[src/rtl/mem_arbiter.sv]
// mem_arbiter: round-robin arbiter sharing a single-port synchronous RAM between CPU and debug masters
module mem_arbiter #(
    parameter int AW       = 8,
    parameter int DW       = 8,
    parameter int MAX_HOLD = 4
) (
    input  logic          clk,
    input  logic          reset,
    input  logic          c_req,
    input  logic          c_we,
    input  logic [AW-1:0] c_addr,
    input  logic [DW-1:0] c_wdata,
    output logic          c_gnt,
    output logic [DW-1:0] c_rdata,
    output logic          c_rvalid,
    input  logic          d_req,
    input  logic          d_we,
    input  logic [AW-1:0] d_addr,
    input  logic [DW-1:0] d_wdata,
    output logic          d_gnt,
    output logic [DW-1:0] d_rdata,
    output logic          d_rvalid,
    output logic [AW-1:0] mem_addr,
    output logic          mem_we,
    output logic [DW-1:0] mem_wdata,
    input  logic [DW-1:0] mem_rdata
);
    localparam int HW = $clog2(MAX_HOLD + 1);

    typedef enum logic [1:0] {IDLE, OWN_C, OWN_D} state_t;

    state_t        state_q, state_d;
    logic          last_dbg_q, last_dbg_d;
    logic [HW-1:0] hold_q, hold_d, hold_nxt;
    logic          c_rv_q, d_rv_q;
    logic          c_xfer, d_xfer, own_req, oth_req;

    assign c_gnt     = state_q == OWN_C;
    assign d_gnt     = state_q == OWN_D;
    assign c_xfer    = c_req && c_gnt;
    assign d_xfer    = d_req && d_gnt;
    assign mem_addr  = c_gnt ? c_addr : d_gnt ? d_addr : '0;
    assign mem_wdata = c_gnt ? c_wdata : d_gnt ? d_wdata : '0;
    assign mem_we    = !reset && ((c_xfer && c_we) || (d_xfer && d_we));
    assign c_rvalid  = c_rv_q;
    assign d_rvalid  = d_rv_q;
    assign c_rdata   = c_rv_q ? mem_rdata : '0;
    assign d_rdata   = d_rv_q ? mem_rdata : '0;

    always_comb begin
        state_d    = state_q;
        last_dbg_d = last_dbg_q;
        hold_d     = hold_q;
        own_req    = c_gnt ? c_req : d_req;
        oth_req    = c_gnt ? d_req : c_req;
        // tenure counter saturates so a sole requester never sees a wrap
        hold_nxt   = (hold_q == HW'(MAX_HOLD)) ? hold_q : hold_q + HW'(own_req);
        if (state_q == IDLE) begin
            if (c_req && (!d_req || last_dbg_q))
                state_d = OWN_C;
            else if (d_req)
                state_d = OWN_D;
        end else if (oth_req && (!own_req || hold_nxt == HW'(MAX_HOLD))) begin
            state_d    = c_gnt ? OWN_D : OWN_C;
            last_dbg_d = d_gnt;
            hold_d     = '0;
        end else if (!own_req) begin
            state_d    = IDLE;
            last_dbg_d = d_gnt;
            hold_d     = '0;
        end else begin
            hold_d = hold_nxt;
        end
    end

    always_ff @(posedge clk) begin
        if (reset) begin
            state_q    <= IDLE;
            last_dbg_q <= 1'b1;
            hold_q     <= '0;
            c_rv_q     <= 1'b0;
            d_rv_q     <= 1'b0;
        end else begin
            state_q    <= state_d;
            last_dbg_q <= last_dbg_d;
            hold_q     <= hold_d;
            c_rv_q     <= c_xfer && !c_we;
            d_rv_q     <= d_xfer && !d_we;
        end
    end
endmodule

[config.mk]
export PLATFORM = sky130hd
export DESIGN_NAME = mem_arbiter
export DESIGN_NICKNAME = d
export VERILOG_FILES = /design/src/rtl/mem_arbiter.sv
export SDC_FILE = /design/constraint.sdc
export NUM_CORES = 1
export LEC_CHECK = 0
export CAP_MARGIN = 10
export CORE_ASPECT_RATIO = 0.7
export CORE_UTILIZATION = 32
export CTS_CLUSTER_DIAMETER = 150
export DETAILED_ROUTE_END_ITERATION = 16
export GPL_TIMING_DRIVEN = 0
export HOLD_SLACK_MARGIN = 0.15
export PLACE_DENSITY = 0.84
export SYNTH_ARGS = -nofsm -noshare
export SYNTH_HDL_FRONTEND = slang
export SYNTH_SLANG_ARGS = --single-unit
[constraint.sdc]
create_clock -name clk -period 6 [get_ports clk]
set_clock_uncertainty 0.2 [all_clocks]
set_input_delay 1.2 -clock clk [delete_from_list [all_inputs] [get_ports clk]]
set_output_delay 1.2 -clock clk [all_outputs]
set_load 0.1 [all_outputs]
Fig. 1: cell outlines without signal wires
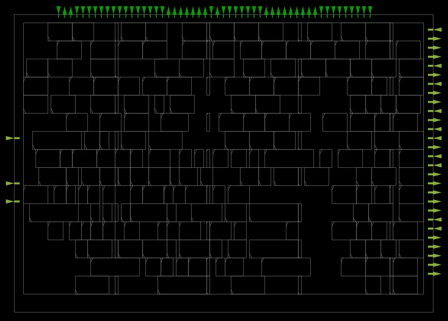
FFs & Latches: 8
# rows: 15
Seq/total area: 9.31%
core area: 2460 um2
Fill cells: 201

Fig. 2: cells colored by class
Bar = 20 um.
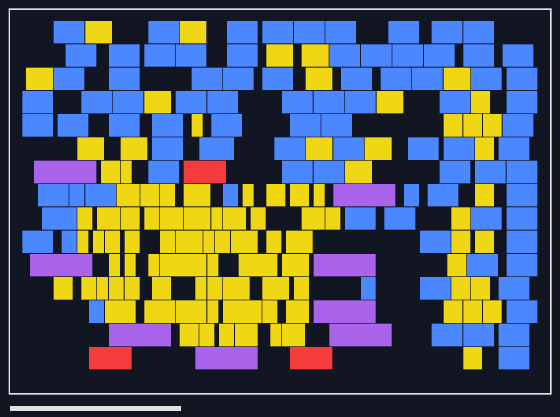
color	class	cells	share of their area
blue	remaining buffers and delay cells	88	51%
yellow	combinational and other logic	94	37%
purple	sequential cells	8	9.5%
red	clock drivers	3	2.5%

Fig. 3: clock network drawn from the DEF
Bar = 20 um.
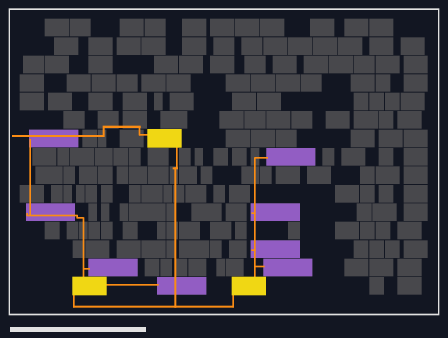
[orange] clock wires | length: 142 um
[yellow] clock drivers | count: 3
[purple] flip-flops | count: 8
routed clock nets	4

==> ci_impl_report.md <==
### Metrics collected by this job

| Metric | Value |
|---|---|
| HPWL Detailed | `2640 um` |
| CP Data Arrival Time | `3.27 ns` |
| Share of cells above drive strength 1 | `9.33%` |
| Post-synth regs | `8` |
| Maxcap violations | `0` |
| H-tree levels | `1` |
| DRC | `0` |
| Die area | `~2800 um2` |
| Chip Area, Yosys | `836 um2` |
| Kind of critical path | `primary input to output pin` |
| Setup_tns | `0 ns` |
| Hold_buf cts | `0` |
| Clk buf depth | `2` |
| CP Capture Type | `output pin` |
| Synth warn | `0` |
| Vias in the first global route | `around 1000` |
| Most numerous logic cell after layout | `clkdlybuf4s50_1` |
| Status | `complete, no violations` |
| Number of cells upsized or downsized after cts | `0` |
| Mapped Nets | `158` |
| Post-DRT Antenna Nets | `0` |
| Final period util | `77.8%` |
| Max rail drop VDD | `~0.00014 V` |
| Fmax | `approximately 210 MHz` |
| Largest net degree at the start of global routing | `11` |
| Cells after synthesis | `110` |
| Syn-to-layout area delta | `106%` |
| Worst Tran Pin Value | `0.979 ns` |
| Nets | `243` |
| Antenna violations before repair | `0` |
| CTS Buf Count | `3` |
| Synthesized cell area | `approximately 840 um2` |
==> per-layer routing <==
layer / routed length [um] / share of wire (%) / track usage [%] / up-vias
met5: 0 / 0 / 0 / -
met4: 20 / 0.63 / 5.58 / 0
met3: 229 / 7.2 / 5.30 / 2
met2: 1590 / 50 / 38.1 / 46
met1: 1330 / 42 / 27.1 / 523
li1: - / - / - / 574
==> area by class of cell <==
cell class | count | area (um2)
inverter | 5 | 18.8
clock buffer | 3 | 41.3
multi-input combinational | 89 | 604
tap | 34 | 42.5
fill | 201 | 738
buffer | 8 | 52.6
timing repair buffer | 80 | 801
sequential | 8 | 160
==> power breakdown <==
part	leakage (nW)	total, mW	internal, mW	switching [mW]
Sequential	0.0655	0.0618	0.0579	0.00389
Combinational	0.588	0.237	0.0772	0.159
Clock	0.0216	0.0642	0.0434	0.0208
Total	0.675	0.363	0.178	0.184
==> critical path: stages <==
cell and delay (ns):
clkdlybuf4s50_1 0.51, buf_2 0.23, a31oi_1 0.10, nor2_1 0.09
clkdlybuf4s50_1 1.14
==> stage by stage <==
step                      cells  power (mW)  setup WS, ns  util (%)  instance area (um2)
after CTS                   227       0.365          1.33      70.0                 1720
after global routing        227       0.377          1.26      70.0                 1720
final                       227       0.363          1.33      70.0                 1720
after detailed placement    224       0.298          1.33      68.3                 1680
after global placement      224       0.295          1.38      68.3                 1680
after floorplan             110       0.229          1.63         -                  836
==> registers in the layout, summed over array words and instances, names as in the netlist <==
| name | count |
|---|---|
| hold_q | 3 |
| c_rvalid | 1 |
| last_dbg_q | 1 |
| d_rvalid | 1 |
| state_q | 2 |
==> worst max-delay path by stage <==
stage               slack, ns     end  cells past startpoint  startpoint
floorplan                1.63  mem_we                      5       c_req
global placement         1.38  mem_we                      5       d_req
detailed placement       1.33  mem_we                      5       d_req
CTS                      1.33  mem_we                      5       d_req
global route             1.26  mem_we                      5       d_req
finish                   1.33  mem_we                      5       d_req
==> cell usage after synthesis (all sizes together) <==
cell      n  share of area, %
o22a      1               1.2
a2bb2oi   1               1.0
or2b      1              0.90
nor4      1              0.75
buf       8               6.3
a211oi    1              0.90
nor3      5               3.6
mux2i     1               1.2
ha        2               3.0
o22ai     1              0.75
and2     16                12
o211ai    1              0.90
dfxtp     8                19
a21oi     6               4.0
a22o     16                17
inv       5               2.2
a32oi     1               1.0
nor3b     3               2.7
o2111ai   1               1.0
nor2b     2               1.5
nor2      4               2.1
mux2      1               1.8
nand2     8               3.6
and2b     1              0.90
a21o      1              0.90
nand3     3               1.8
nand2b    1              0.75
a31oi     1              0.75
o21ai     7               4.6
or2       1               1.0
nand4     1              0.75
==> cell families after synthesis <==
logic type / count (synthesis) / synth area share [%]
AND-OR/OR-AND: 38 / 34.0
adder cells (fa/ha/maj): 2 / 2.99
buffers and inverters: 13 / 8.53
flip-flops: 8 / 19.2
multiplexers: 2 / 2.99
AND/OR/NAND/NOR: 47 / 32.3
No activity file was given, so power comes from the tool's default toggle rates.
